===== src/rtl/ac97_frame_feeder.sv =====
// Purpose: feeds the AC97 link serializer once per frame with codec commands and PCM slots.
// Latency: outputs update on the clock after the frame tick (rising edge of ready); a pushed
//          sample is visible to the next tick at the earliest.
// Backpressure: pcm_full asserted at 2^FIFO_AW entries; writes while full are dropped and set overflow.
//
// Ports:
//   ac97_bit_clock, reset      - bit clock and synchronous active-high reset
//   ready                      - serializer ready; its rising edge is the frame tick
//   pcm_left/right, pcm_wr     - stereo sample write port (one entry per strobe)
//   volume                     - requested attenuation, 0 = loudest, 1.5 dB/step
//   pcm_full, fifo_level       - FIFO status
//   overflow                   - sticky, a write was attempted while full
//   command_address/data/valid - codec register write for the current frame
//   left/right_data/valid      - PCM slots for the current frame (16-bit sample left-justified in 20 bits)
//   init_done                  - codec init sequence has completed
//   underrun_count             - saturating count of frames with no sample available

module ac97_frame_feeder #(
  parameter int          FIFO_AW     = 4,
  parameter logic [7:0]  INIT_FRAMES = 8'd64,
  parameter logic [15:0] PCM_VOL     = 16'h0808
) (
  input  logic               ac97_bit_clock,
  input  logic               reset,
  input  logic               ready,
  input  logic [15:0]        pcm_left,
  input  logic [15:0]        pcm_right,
  input  logic               pcm_wr,
  input  logic [4:0]         volume,
  output logic               pcm_full,
  output logic [FIFO_AW:0]   fifo_level,
  output logic [7:0]         command_address,
  output logic [15:0]        command_data,
  output logic               command_valid,
  output logic [19:0]        left_data,
  output logic               left_valid,
  output logic [19:0]        right_data,
  output logic               right_valid,
  output logic               init_done,
  output logic [7:0]         underrun_count,
  output logic               overflow
);

  localparam int              DEPTH_INT   = 1 << FIFO_AW;
  localparam logic [FIFO_AW:0] DEPTH      = {1'b1, {FIFO_AW{1'b0}}};
  localparam logic [7:0]      ADDR_MASTER = 8'h02;
  localparam logic [7:0]      ADDR_HP     = 8'h04;
  localparam logic [7:0]      ADDR_PCM    = 8'h18;

  // Master and headphone volume registers share one layout: mute=0, left and
  // right attenuation both set to the requested volume.
  function automatic logic [15:0] vol_word(input logic [4:0] v);
    return {1'b0, 2'b00, v, 3'b000, v};
  endfunction

  // ---------------------------------------------------------------------------
  // Frame tick
  // ---------------------------------------------------------------------------
  logic ready_d;
  logic tick;

  always_ff @(posedge ac97_bit_clock) begin
    if (reset) ready_d <= 1'b0;
    else       ready_d <= ready;
  end

  assign tick = ready & ~ready_d;

  // ---------------------------------------------------------------------------
  // Sample FIFO
  // ---------------------------------------------------------------------------
  logic [31:0]      mem [DEPTH_INT];
  logic [FIFO_AW:0] wr_ptr;
  logic [FIFO_AW:0] rd_ptr;
  logic             fifo_empty;
  logic             push;
  logic             pop;
  logic [31:0]      rd_entry;

  assign fifo_level = wr_ptr - rd_ptr;
  assign pcm_full   = (fifo_level == DEPTH);
  assign fifo_empty = (fifo_level == '0);

  // Full is judged on the registered level, so a write coinciding with a pop
  // while full is still dropped.
  assign push = pcm_wr & ~pcm_full;
  // Empty is judged on the registered level too: no write-to-read bypass.
  assign pop  = tick & init_done & ~fifo_empty;

  assign rd_entry = mem[rd_ptr[FIFO_AW-1:0]];

  // Storage needs no reset; flushing the pointers empties the FIFO.
  always_ff @(posedge ac97_bit_clock) begin
    if (push) mem[wr_ptr[FIFO_AW-1:0]] <= {pcm_left, pcm_right};
  end

  always_ff @(posedge ac97_bit_clock) begin
    if (reset) begin
      wr_ptr   <= '0;
      rd_ptr   <= '0;
      overflow <= 1'b0;
    end else begin
      if (push)            wr_ptr   <= wr_ptr + 1'b1;
      if (pop)             rd_ptr   <= rd_ptr + 1'b1;
      if (pcm_wr && pcm_full) overflow <= 1'b1;
    end
  end

  // ---------------------------------------------------------------------------
  // Audio slots: one entry per tick once the codec is initialised
  // ---------------------------------------------------------------------------
  always_ff @(posedge ac97_bit_clock) begin
    if (reset) begin
      left_data      <= '0;
      left_valid     <= 1'b0;
      right_data     <= '0;
      right_valid    <= 1'b0;
      underrun_count <= '0;
    end else if (tick) begin
      if (!init_done) begin
        left_data   <= '0;
        left_valid  <= 1'b0;
        right_data  <= '0;
        right_valid <= 1'b0;
      end else if (!fifo_empty) begin
        left_data   <= {rd_entry[31:16], 4'h0};
        left_valid  <= 1'b1;
        right_data  <= {rd_entry[15:0], 4'h0};
        right_valid <= 1'b1;
      end else begin
        left_data   <= '0;
        left_valid  <= 1'b0;
        right_data  <= '0;
        right_valid <= 1'b0;
        if (underrun_count != 8'hFF) underrun_count <= underrun_count + 8'd1;
      end
    end
  end

  // ---------------------------------------------------------------------------
  // Command sequencer: init writes after the power-up wait, then volume
  // refreshes whenever the requested volume differs from what was last sent.
  // ---------------------------------------------------------------------------
  typedef enum logic [2:0] {
    S_WAIT   = 3'd0,
    S_MASTER = 3'd1,
    S_HP     = 3'd2,
    S_PCM    = 3'd3,
    S_IDLE   = 3'd4
  } state_t;

  state_t     state;
  logic [7:0] wait_cnt;
  logic [4:0] vol_sent;
  logic       vol_update;  // set while a post-init volume refresh is in flight

  always_ff @(posedge ac97_bit_clock) begin
    if (reset) begin
      state           <= S_WAIT;
      wait_cnt        <= '0;
      vol_sent        <= '0;
      vol_update      <= 1'b0;
      command_address <= '0;
      command_data    <= '0;
      command_valid   <= 1'b0;
      init_done       <= 1'b0;
    end else if (tick) begin
      // Every command lasts exactly one frame; states that issue one re-assert it.
      command_valid <= 1'b0;
      case (state)
        S_WAIT: begin
          if (wait_cnt == INIT_FRAMES - 8'd1) begin
            wait_cnt <= '0;
            state    <= S_MASTER;
          end else begin
            wait_cnt <= wait_cnt + 8'd1;
          end
        end
        S_MASTER: begin
          // The volume sampled here is used for the whole master/headphone pair,
          // so a change mid-sequence is picked up again from IDLE.
          command_address <= ADDR_MASTER;
          command_data    <= vol_word(volume);
          command_valid   <= 1'b1;
          vol_sent        <= volume;
          state           <= S_HP;
        end
        S_HP: begin
          command_address <= ADDR_HP;
          command_data    <= vol_word(vol_sent);
          command_valid   <= 1'b1;
          vol_update      <= 1'b0;
          state           <= vol_update ? S_IDLE : S_PCM;
        end
        S_PCM: begin
          command_address <= ADDR_PCM;
          command_data    <= PCM_VOL;
          command_valid   <= 1'b1;
          init_done       <= 1'b1;
          state           <= S_IDLE;
        end
        S_IDLE: begin
          if (volume != vol_sent) begin
            vol_update <= 1'b1;
            state      <= S_MASTER;
          end
        end
        default: state <= S_WAIT;
      endcase
    end
  end

endmodule


===== config.mk =====
export PLATFORM = sky130hd
export DESIGN_NAME = ac97_frame_feeder
export DESIGN_NICKNAME = d
export VERILOG_FILES = /design/src/rtl/ac97_frame_feeder.sv
export SDC_FILE = /design/constraint.sdc
export NUM_CORES = 1
export LEC_CHECK = 0
export CORE_MARGIN = 2
export CORE_UTILIZATION = 29
export DETAILED_ROUTE_END_ITERATION = 16
export MAX_ROUTING_LAYER = met4
export PLACE_DENSITY = 0.44
export REMOVE_ABC_BUFFERS = 1
export SLEW_MARGIN = 0
export SYNTH_ARGS = -nofsm -noshare
export SYNTH_HDL_FRONTEND = slang
export SYNTH_SLANG_ARGS = --single-unit

===== constraint.sdc =====
create_clock -name ac97_bit_clock -period 6.1 [get_ports ac97_bit_clock]
set_input_delay 1.22 -clock ac97_bit_clock [delete_from_list [all_inputs] [get_ports ac97_bit_clock]]
set_output_delay 1.22 -clock ac97_bit_clock [all_outputs]
set_load 0.02 [all_outputs]

==> run_1/registers.png <==
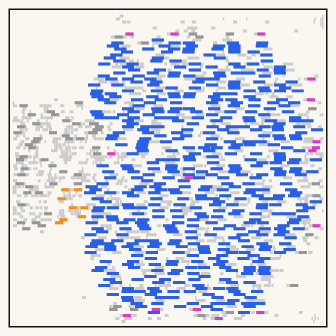
[orange] wait_cnt | placed flops: 8
[blue] mem | placed flops: 512
[magenta] right_data | placed flops: 16
not colored: 60
power drawn by the sequential cells: 4.48 mW
fraction of standard cell area that is sequential: 61.8%

==> run_1/met1.png <==
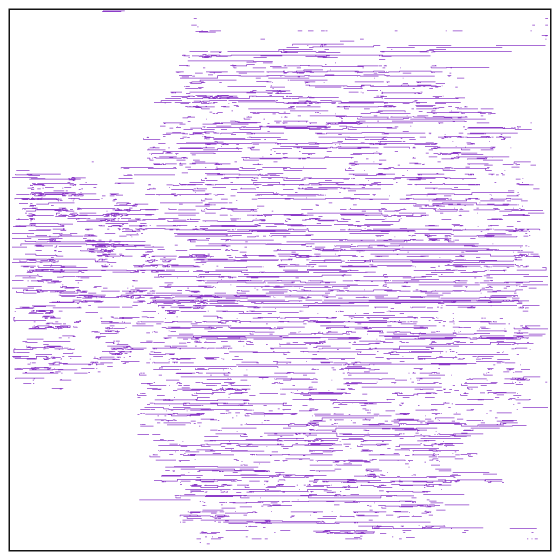
share of all routed wire: 47%
wire length on this layer: 25.1 mm
main direction: horizontal
nets with wire on the layer: 1326
longest straight run: 81.4 um
met1 capacity usage during global routing: 18.2%
total length of routed wires: 54.1 mm
via count: 11.6k

==> run_1/final_placement.png <==
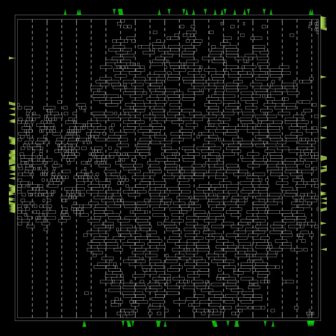
Core Box Area: 79100 um2
final sequential cell count: 596

==> run_1/density.png <==
29 x 29 tiles, from white (low) to dark blue (high), 0 to 100% covered.
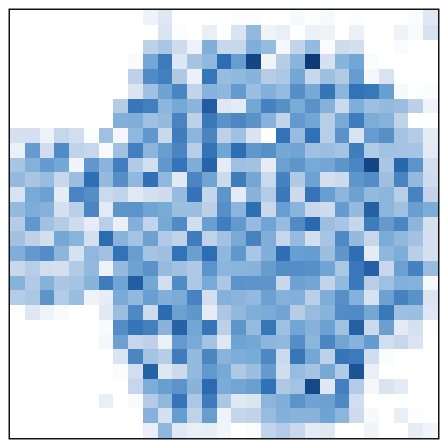
emptiest ninth of the die: north-west
nearly empty tiles: 23%
fullest tile: 96%
mean over tiles: 32%

==> datasheet_impl.txt, run 1 <==
Physical implementation characteristics

Parameter                              Value

Setup path
  Type of the worst setup path .................. flip-flop to output port
  Highest-delay cell along the critical path .................. sky130_fd_sc_hd__a211oi_2
  Nature of the critical path startpoint .................. flip-flop
  Family of cells with the greatest summed delay on the critical path .................. buffers and inverters
  Critical path data required time .................. slightly below 5 ns
  CP Max Fanout .................. 10
  Most used cell, CP .................. sky130_fd_sc_hd__inv_1
  Critical path endpoint category .................. output port
  Arrival time at the worst endpoint .................. roughly 3.8 ns
  Cell-by-cell trace of the critical path .................. inv_1, ha_1, inv_1, fa_1, nor3b_1, nand4b_1, a211oi_2, clkdlybuf4s50_1

Final timing
  Count of pins over their slew limit .................. 0
  Slew @ Worst Pin .................. around 1.1 ns
  Fin. Hold Viols .................. 0
  RSZ-0062 raised after global routing .................. false
  Time the final worst path needs with I/O delays and setup .................. 5.02 ns
  Worst rel slew slack .................. around a quarter
  Max Clock Freq .................. about 200 MHz

Global route
  Antenna violations before repair .................. 4

Floorplanning
  Die Outline Area .................. 82300 um2
  Die H .................. 287 um
  I/O pins .................. between 100 and 150

Final layout
  Most common logic cells in the final layout .................. 512 x sky130_fd_sc_hd__edfxtp_1, 128 x sky130_fd_sc_hd__mux4_2, 104 x sky130_fd_sc_hd__clkdlybuf4s50_1
  Layout Cells excl Fill .................. 2456
  Layout cell share with drive strength beyond 1 .................. between 20% and 30%
  Final Util .................. 34.9%
  Commonest Layout Cell .................. sky130_fd_sc_hd__edfxtp_1
  NumNets Final .................. around 1.4k

Yosys
  Adder Share, Synth .................. less than 1%
  Async set-or-reset flop fraction in the synthesized netlist .................. 0%
  Average size of a mapped cell .................. 18.9 um2
  Prevailing logic family in the synthesized netlist .................. multiplexers
  Share of synthesized area occupied by flip-flops and latches .................. between 70% and 80%
  Cell Type Count .................. 48
  Commonest register cell after synthesis .................. sky130_fd_sc_hd__edfxtp_1
  Count of flip-flops with a built-in enable after synthesis .................. between 500 and 600
  Yosys cell count .................. roughly 1.2k
  Leading area contributor after synthesis .................. sky130_fd_sc_hd__edfxtp_1
  Area fraction in mux cells .................. around 14%

Clock tree
  Clk slew on worst S/H paths .................. about 0.060 ns
  Root cell of the clock tree .................. sky130_fd_sc_hd__clkbuf_16
  Maximum clock insertion buffer count .................. 3

Drt
  Via/cell ratio .................. 4.71
  Iteration tally of the first detailed-router pass .................. 5

Placement
  Placed wire-length estimate after detailed placement .................. just under 30 mm
  Worst slack, placed .................. 1.70 ns

Run status
  Result of the run .................. finished, final reports clean

Power and ir drop
  Highest ir drop seen on vdd .................. 172 uV
  Total power consumption of the routed design .................. 8.73 mW

Min path
  Type of the tightest min-delay check .................. flip-flop to flip-flop
## run 1: routing by layer
metal / global-route usage, % / vias to the layer above / wire (um)
li1: - / 5213 / -
met1: 18.2 / 6060 / 25100
met2: 21.5 / 227 / 25600
met3: 2.66 / 71 / 2230
met4: 3.76 / 0 / 1030
met5: - / - / 0
## run 1: final timing paths
path	startpoint	slack [ns]	depth (start not counted)	end
setup / recovery	wr_ptr[0]$_SDFFE_PP0P_	1.08	8	pcm_full
hold / removal	command_valid$_SDFFE_PP0P_	0.47	2	command_valid$_SDFFE_PP0P_
setup reg to reg	wr_ptr[0]$_SDFFE_PP0P_	1.97	10	mem[14][15]$_DFFE_PP_
hold reg to reg	command_valid$_SDFFE_PP0P_	0.47	2	command_valid$_SDFFE_PP0P_
## run 1: report_power, final
part	internal (mW)	total [mW]	switching (mW)
clock network	2.36	3.99	1.64
logic	0.0848	0.254	0.170
registers	4.47	4.48	0.0126
## run 1: cell usage after synthesis, types with 7 or more instances
| library cell | count |
|---|---|
| sky130_fd_sc_hd__a211oi_1 | 37 |
| sky130_fd_sc_hd__a21oi_1 | 60 |
| sky130_fd_sc_hd__a22o_1 | 32 |
| sky130_fd_sc_hd__and3_1 | 17 |
| sky130_fd_sc_hd__buf_1 | 8 |
| sky130_fd_sc_hd__buf_2 | 16 |
| sky130_fd_sc_hd__buf_4 | 27 |
| sky130_fd_sc_hd__clkbuf_1 | 42 |
| sky130_fd_sc_hd__dfxtp_1 | 84 |
| sky130_fd_sc_hd__edfxtp_1 | 512 |
| sky130_fd_sc_hd__ha_1 | 11 |
| sky130_fd_sc_hd__inv_1 | 9 |
| sky130_fd_sc_hd__mux2i_1 | 41 |
| sky130_fd_sc_hd__mux4_2 | 128 |
| sky130_fd_sc_hd__nand2_1 | 10 |
| sky130_fd_sc_hd__nand3_1 | 11 |
| sky130_fd_sc_hd__nand4_1 | 7 |
| sky130_fd_sc_hd__nor2_1 | 37 |
| sky130_fd_sc_hd__nor2b_1 | 43 |
| sky130_fd_sc_hd__nor3_1 | 10 |
| sky130_fd_sc_hd__nor3b_1 | 9 |
| sky130_fd_sc_hd__o21ai_0 | 11 |
| sky130_fd_sc_hd__xor2_1 | 8 |
## run 1: through the flow
step	instance area [um2]	setup TNS (ns)
2_1_floorplan	22800	-21.81
3_3_place_gp	25400	0
3_5_place_dp	25400	0
4_1_cts	27600	0
5_1_grt	27600	0
6_report	27600	0
## run 1: layout make-up
cell class	count	area (um2)
Clock inverter	29	275
Fill cell	7549	51500
Antenna cell	3	7.51
Multi-Input combinational cell	547	5770
Tap cell	1050	1310
Inverter	9	33.8
Clock buffer	94	1900
Timing Repair Buffer	128	1230
Sequential cell	596	17100
## run 1: registers in the layout, indices dropped and copies added (netlist names), named ones only
register         flops
state                3
right_valid          1
ready_d              1
command_data         5
left_data           16
wr_ptr               5
rd_ptr               5
vol_sent             5
command_valid        1
init_done            1
vol_update           1
underrun_count       8
overflow             1
mem                512
command_address      3
wait_cnt             8
right_data          16
==> run_1/met2.png <==
Cells faint in the background.
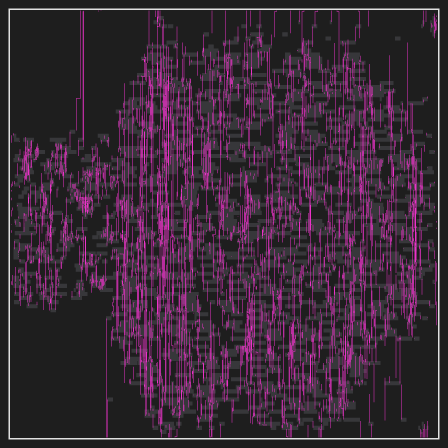

==> run 1 -> run 2 <==
--- a/config.mk
+++ b/config.mk
@@ -9,7 +9,7 @@
 export CORE_UTILIZATION = 29
 export DETAILED_ROUTE_END_ITERATION = 16
 export MAX_ROUTING_LAYER = met4
-export PLACE_DENSITY = 0.44
+export PLACE_DENSITY = 0.45
 export REMOVE_ABC_BUFFERS = 1
 export SLEW_MARGIN = 0
 export SYNTH_ARGS = -nofsm -noshare
==> constraint.sdc (replaced) <==
create_clock -name ac97_bit_clock -period 4.25 [get_ports ac97_bit_clock]
set_input_delay 0.85 -clock ac97_bit_clock [delete_from_list [all_inputs] [get_ports ac97_bit_clock]]
set_output_delay 0.85 -clock ac97_bit_clock [all_outputs]
set_load 0.02 [all_outputs]
==> run_2/met2.png <==
Cells faint in the background.
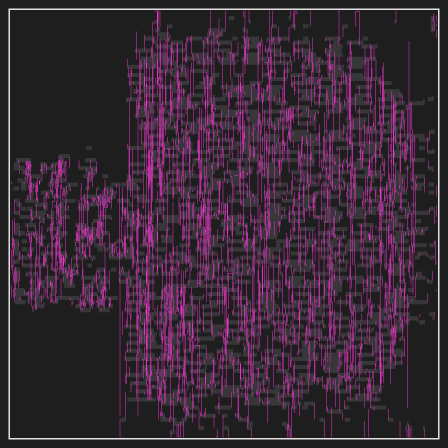
wire length on this layer: 25.1 mm
main direction: vertical
longest straight run: 95.6 um

==> run_2/density.png <==
29 x 29 tiles, from white (low) to dark blue (high), 0 to 100% covered.
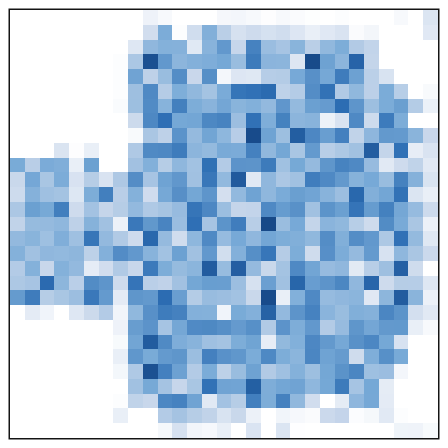
Final Util: 35.2%
effective utilization at floorplan: 29.3%

==> run 2 against run 1 <==
Critical path depth rose by 2. Via count barely moved. Sequential cell count did not move. Count of clock-buffer cells in the layout fell by 5. Routed wire length fell by 1.1%. Global-route usage fell by 0.083 points. Largest power group unchanged. Highest routed layer unchanged.
==> datasheet_impl.txt, run 2 <==
Physical implementation characteristics

Parameter                              Value

Yosys
  Yosys cell count .................. 1228 (unchanged)
  Cell Type Count .................. 48 (unchanged)
  Count of flip-flops with a built-in enable after synthesis .................. 512 (unchanged)
  Average size of a mapped cell .................. 18.9 um2 (unchanged)
  Library cell with the highest instance count after synthesis .................. sky130_fd_sc_hd__edfxtp_1
  Leading area contributor after synthesis .................. sky130_fd_sc_hd__edfxtp_1
  Async set-or-reset flop fraction in the synthesized netlist .................. 0% (unchanged)

Placement
  Placed wire-length estimate after detailed placement .................. 30.2 mm (+1.9%)

Final layout
  Total area of sequential cells .................. 17100 um2 (unchanged)
  Layout cell share with drive strength beyond 1 .................. 20.8% (+0.77 points)
  Commonest Layout Cell .................. sky130_fd_sc_hd__edfxtp_1

Run status
  Result of the run .................. finished, final reports clean

Floorplanning
  Die H .................. 287 um (unchanged)
  I/O pins .................. 124 (unchanged)

Min path
  End of the worst hold path .................. command_valid$_SDFFE_PP0P_
  Type of the tightest min-delay check .................. flip-flop to flip-flop

Setup path
  Arrival time at the worst endpoint .................. 3.97 ns (+0.17 ns)
  Nature of the critical path startpoint .................. flip-flop
  Worst r2r dst .................. mem[14][20]$_DFFE_PP_
  Type of the worst setup path .................. flip-flop to flip-flop

Clock tree
  Clk slew on worst S/H paths .................. 0.06 ns (about the same)

Final timing
  Final-layout setup total negative slack .................. 0 ns (unchanged)
## run 2: how the worst max path moves through the flow
| stage | end | cells past startpoint | slack [ns] | start |
|---|---|---|---|---|
| 2_1_floorplan | left_data[18]$_SDFFE_PP0P_ | 5 | -2.58 | flip-flop |
| 3_3_place_gp | mem[14][11]$_DFFE_PP_ | 10 | 0.56 | wr_ptr[0]$_SDFFE_PP0P_ |
| 3_5_place_dp | mem[14][11]$_DFFE_PP_ | 10 | 0.44 | wr_ptr[0]$_SDFFE_PP0P_ |
| 4_1_cts | pcm_full | 8 | 0.16 | wr_ptr[0]$_SDFFE_PP0P_ |
| 5_1_grt | mem[14][20]$_DFFE_PP_ | 10 | 0.13 | wr_ptr[0]$_SDFFE_PP0P_ |
| 6_report | mem[14][20]$_DFFE_PP_ | 10 | 0.48 | wr_ptr[0]$_SDFFE_PP0P_ |
## run 2: metal layers
layer | up-vias | part of all wire (%) | wire length [um] | track usage [%]
met1 | 6045 | 47 | 25200 | 18.2
met2 | 215 | 47 | 25100 | 20.9
met3 | 61 | 4.1 | 2170 | 2.65
met5 | - | 0 | 0 | -
li1 | 5246 | - | - | -
met4 | 0 | 1.9 | 1010 | 4.34
## run 2: worst max-delay path, cell delays in order (launching register included)
cell and delay (ns):
sky130_fd_sc_hd__dfxtp_1 0.31, sky130_fd_sc_hd__inv_1 0.14, sky130_fd_sc_hd__ha_1 0.18, sky130_fd_sc_hd__inv_1 0.05
sky130_fd_sc_hd__fa_1 0.40, sky130_fd_sc_hd__xor2_1 0.27, sky130_fd_sc_hd__nand4b_1 0.25, sky130_fd_sc_hd__a211oi_2 0.11
sky130_fd_sc_hd__buf_4 0.18, sky130_fd_sc_hd__nor2b_1 0.39, sky130_fd_sc_hd__and3_2 1.06
## run 2: metrics by stage
step	cell area, um2	total power, mW	worst slack [ns]	instances
4_1_cts	27800	12.6	0.162	2473
5_1_grt	27800	12.8	0.130	2475
3_3_place_gp	25700	6.95	0.559	2348
6_report	27800	12.4	0.482	2475
2_1_floorplan	22800	6.73	-2.58	1152
3_5_place_dp	25700	6.95	0.439	2348
## run 2: final cells by class
| class | count | share of cell area, % |
|---|---|---|
| Clock buffer | 89 | 6.55 |
| Sequential cell | 596 | 61.3 |
| Inverter | 9 | 0.121 |
| Timing Repair Buffer | 146 | 5.50 |
| Antenna cell | 2 | 0.0180 |
| Tap cell | 1050 | 4.72 |
| Multi-Input combinational cell | 547 | 20.7 |
| Clock inverter | 36 | 1.01 |
## run 2: kinds of logic (layout without fill, tap and decap cells)
family | after synthesis | in the layout | share of synthesized area, %
AND-OR/OR-AND | 160 | 160 | 4.69
flip-flops | 596 | 596 | 73.5
other | 1 | 20 | 0.0162
AND/OR/NAND/NOR | 170 | 170 | 4.08
buffers and inverters | 102 | 280 | 2.17
XOR/XNOR | 14 | 14 | 0.528
multiplexers | 173 | 173 | 14.4
adder cells (fa/ha/maj) | 12 | 12 | 0.679
## run 2: power by group
| part | switching [mW] | internal, mW |
|---|---|---|
| Sequential | 0.0177 | 6.42 |
| Clock | 2.32 | 3.22 |
| Combinational | 0.251 | 0.133 |
==> run 2 -> run 3 <==
--- a/config.mk
+++ b/config.mk
@@ -11,7 +11,7 @@
 export MAX_ROUTING_LAYER = met4
 export PLACE_DENSITY = 0.45
 export REMOVE_ABC_BUFFERS = 1
-export SLEW_MARGIN = 0
+export SLEW_MARGIN = 30
 export SYNTH_ARGS = -nofsm -noshare
 export SYNTH_HDL_FRONTEND = slang
 export SYNTH_SLANG_ARGS = --single-unit
==> run 3 against run 2 <==
Register-to-register slack improved by 0.18 ns. Sequential power about the same. Largest power group unchanged. Combinational power barely moved. Clock skew decreased by 0.0086 ns. Count of clock-buffer cells in the layout grew 9. Non-clock buffer count did not move. Sequential cell count is the same.
==> datasheet_impl.txt, run 3 <==
Physical implementation characteristics

Parameter                              Value

Yosys
  Most instantiated cells after synthesis .................. 512 x sky130_fd_sc_hd__edfxtp_1, 128 x sky130_fd_sc_hd__mux4_2, 84 x sky130_fd_sc_hd__dfxtp_1, 60 x sky130_fd_sc_hd__a21oi_1, 43 x sky130_fd_sc_hd__nor2b_1
  Leading area contributor after synthesis .................. sky130_fd_sc_hd__edfxtp_1
  Cell Type Count .................. 48 (unchanged)
  Library cell with the highest instance count after synthesis .................. sky130_fd_sc_hd__edfxtp_1
  Average size of a mapped cell .................. 18.9 um2 (unchanged)
  Async set-or-reset flop fraction in the synthesized netlist .................. 0% (unchanged)
  Yosys cell count .................. 1228 (unchanged)

Drt
  Antenna-violating nets left .................. 0
  Iteration tally of the first detailed-router pass .................. 4
  DRC errors left .................. 0

Final layout
  Commonest Layout Cell .................. sky130_fd_sc_hd__edfxtp_1
  Layout cell share with drive strength beyond 1 .................. 20.7% (-0.13 points)
  Final Util .................. 35.3% (+0.088 points)
  Max reg flops .................. 512
  Final instance area .................. 27900 um2 (+0.25%)

Placement
  Placed wire-length estimate after detailed placement .................. 30.2 mm (about the same)
  Worst slack, placed .................. 0.659 ns (+0.219 ns)
  Post-detailed-placement cell area .................. 25700 um2 (about the same)

Run status
  Result of the run .................. finished, final reports clean

Setup path
  Worst r2r dst .................. mem[12][25]$_DFFE_PP_
  Setup slack of the worst register-to-register path .................. about 0.66 ns
  Nature of the critical path startpoint .................. flip-flop
  Type of the worst setup path .................. flip-flop to output port
  Highest-delay cell along the critical path .................. sky130_fd_sc_hd__fa_1
  Most used cell, CP .................. sky130_fd_sc_hd__inv_1
  Longest individual stage delay on the worst path .................. 0.45 ns (-0.61 ns)
  Cell-by-cell trace of the critical path .................. inv_1, ha_1, inv_1, fa_1, nor3b_1, nand4b_1, a211oi_2, dlymetal6s2s_1

Final timing
  Final-layout setup total negative slack .................. 0 ns (unchanged)
  Slew @ Worst Pin .................. around 0.85 ns
  Smallest setup slack after layout .................. 0.592 ns (+0.110 ns)

Power and ir drop
  Net switching share of the total power .................. 20.5% (-0.39 points)
  Switching power .................. 2.56 mW (-0.79%)
  Part of the power in combinational logic .................. 3.1% (about the same)
  Part of the total power dissipated in sequential elements .................. 51.5% (-0.6 points)
  Internal Power .................. 9.93 mW (+1.6%)

Floorplanning
  I/O pins .................. 124 (unchanged)
  Width of the chip .................. between 200 and 300 um
  Die H .................. 287 um (unchanged)

Global route
  Largest net degree at the start of global routing .................. 56

Min path
  End of the worst hold path .................. command_valid$_SDFFE_PP0P_
  Type of the tightest min-delay check .................. flip-flop to flip-flop
  Startpoint of the worst hold path .................. command_valid$_SDFFE_PP0P_

Clock tree
  Maximum clock insertion buffer count .................. 3
-- run 3: cell counts after synthesis --
No cell type changed its count.
-- run 3: metal layers --
layer,track usage (%),vias up,wire (um)
met3,2.90,93,2370
met5,-,-,0
met1,18.2,6049,24700
met2,20.8,229,24900
li1,-,5243,-
met4,3.76,0,1210
-- run 3: critical path, delay by kind of cell (launching register included) --
family	cells	cell delay, ns
AND-OR/OR-AND	1	0.30
flip-flops	1	0.33
buffers and inverters	3	0.47
adder cells (fa/ha/maj)	2	0.67
AND/OR/NAND/NOR	2	0.44
-- run 3: how the worst max path moves through the flow --
stage                     depth (start not counted)                         end                   start  slack (ns)
after CTS                                         8                    pcm_full  wr_ptr[0]$_SDFFE_PP0P_        0.17
after global routing                             11       mem[12][25]$_DFFE_PP_  wr_ptr[0]$_SDFFE_PP0P_        0.34
after global placement                           10       mem[14][11]$_DFFE_PP_  wr_ptr[0]$_SDFFE_PP0P_        0.56
after floorplan                                   5  left_data[18]$_SDFFE_PP0P_               flip-flop       -2.58
after detailed placement                         11       mem[12][16]$_DFFE_PP_  wr_ptr[0]$_SDFFE_PP0P_        0.66
final                                             8                    pcm_full  wr_ptr[0]$_SDFFE_PP0P_        0.59
-- run 3: final cells by class --
type,instances,area (um2),share of cell area [%]
Sequential cell,596,17100,61.2
Multi-Input combinational cell,547,5780,20.7
Clock buffer,98,1910,6.84
Timing Repair Buffer,146,1530,5.49
Tap cell,1050,1310,4.71
Clock inverter,26,254,0.910
Inverter,9,33.8,0.121
Antenna cell,4,10.0,0.0359
-- run 3: kinds of logic (layout without fill, tap and decap cells) --
kind of cell,Yosys count,count (layout),synth area share [%]
other,1,22,0.0162
xor gates and xnor gates,14,14,0.528
buffers and inverters,102,279,2.17
DFF,596,596,73.5
AOI/OAI and AO/OA,160,160,4.69
and+or+nand+nor,170,170,4.08
muxes,173,173,14.4
adders and majority gates,12,12,0.679
-- run 3: metrics by stage --
stage / instances / total power [mW] / hold slack [ns]
after floorplan: 1152 / 6.73 / 0.472
after global placement: 2348 / 6.95 / 0.457
after detailed placement: 2348 / 6.95 / 0.456
after CTS: 2472 / 12.7 / 0.470
after global routing: 2476 / 12.9 / 0.493
final: 2476 / 12.5 / 0.461
-- run 3: power groups by stage --
stage / sequential, mW / clock [mW] / combinational, mW
3_3_place_gp: 6.56 / 0 / 0.391
3_5_place_dp: 6.56 / 0 / 0.395
4_1_cts: 6.43 / 5.86 / 0.396
5_1_grt: 6.44 / 6.07 / 0.426
6_report: 6.44 / 5.67 / 0.384
2_1_floorplan: 6.56 / 0 / 0.171
==> run_3/met1.png <==
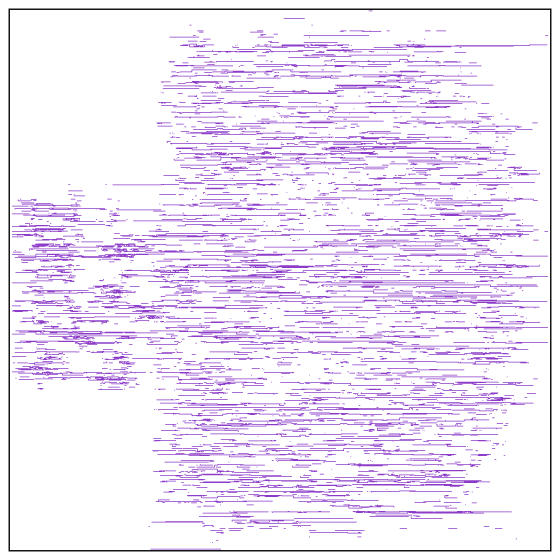
via count: 11.6k
met1 capacity usage during global routing: 18.2%
total length of routed wires: 53.2 mm

==> run_3/final_placement.png <==
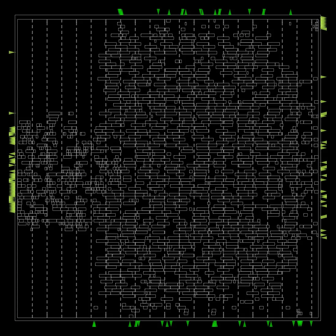
Layout Cells excl Fill: 2476
filler instances: 7471
number of tap instances: 1050
Cell Rows: 103

Power and IR drop assume default switching activity.
